Figure 1. Signal metal coverage by tile.
(3 px per um) 14 x 17 tiles, from dark purple (low) to yellow (high), scaled to the fullest tile. Values are wire area over tile area, all layers added.
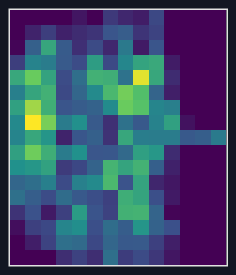
Figure 2. Clock routing.
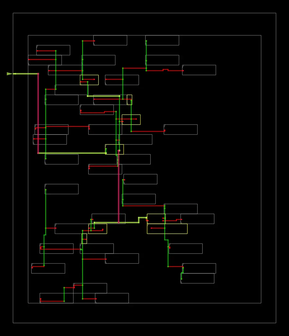
Design instr_sequencer_flat, sky130hd; sources not shown.
==> flow_summary.json <==
{
  "swShare_pct": 37.27,
  "grt_start_max_net_pins": 39,
  "io_buffer_count": 64,
  "status": "complete, no violations",
  "reg2regPathDepth": 5,
  "synthSimpleGateAreaFrac_pct": 13.39,
  "p_comb_share_pct": 51.3,
  "syn_to_final_growth_pct": 48.84,
  "grt_pass1_vias": 1434,
  "edf_count": 0,
  "grt_pass1_wl_mm": 6.679,
  "met3_usage_pct": 6.161,
  "fill_cells": 395,
  "powerDensity_nw_per_um2": 964.5,
  "cts_tree": "done",
  "seq_power_share_pct": 33.3,
  "logic_area_sq_um": 714.4,
  "cts_root_buffer": "clkbuf_8",
  "finalWeightedCongestion": 0.7697,
  "cts_setup_buffers": 0,
  "synthCells": 142,
  "p_int_mw": 1.557,
  "adder_share_pct": 4.342,
  "overflow": 0,
  "yosysUniqueCellTypes": 40,
  "viasPerCell": 4.927,
  "placedCellCount": 264,
  "die_h_um": 85.00
}
-- Figure 1 (at the start) --
mean over tiles = 0.11
nearly empty tiles = 26%
tiles over half the peak = 19%
densest ninth of the die = left middle
emptiest ninth of the die = bottom right
fullest tile = 0.40
via count: 1350
gr usage total: 13.81%

-- Figure 2 (at the start) --
clk latency late pin: 280 ps
Clock buffer cells: 7
total CTS buffers: 5
CTS Sinks: 38

[layout by cell type, fill, tap and decap left out, types with 2 or more instances in the layout]
| master | instances |
|---|---|
| nand2b_1 | 7 |
| nor2_1 | 5 |
| mux2_2 | 22 |
| o21ai_0 | 5 |
| buf_2 | 3 |
| dfrtp_1 | 38 |
| nand2_1 | 8 |
| o211ai_1 | 2 |
| nor3_1 | 2 |
| clkbuf_8 | 5 |
| and3b_1 | 2 |
| a21oi_1 | 2 |
| a211o_1 | 2 |
| ha_1 | 6 |
| clkbuf_1 | 4 |
| nand3_1 | 2 |
| inv_1 | 8 |
| clkdlybuf4s50_1 | 64 |
| or3_1 | 2 |
[critical path, stage by stage]
cell and delay [ps]:
clkdlybuf4s50_1 500, nand2_1 70, nor4_2 380, clkbuf_1 360, mux2_2 380
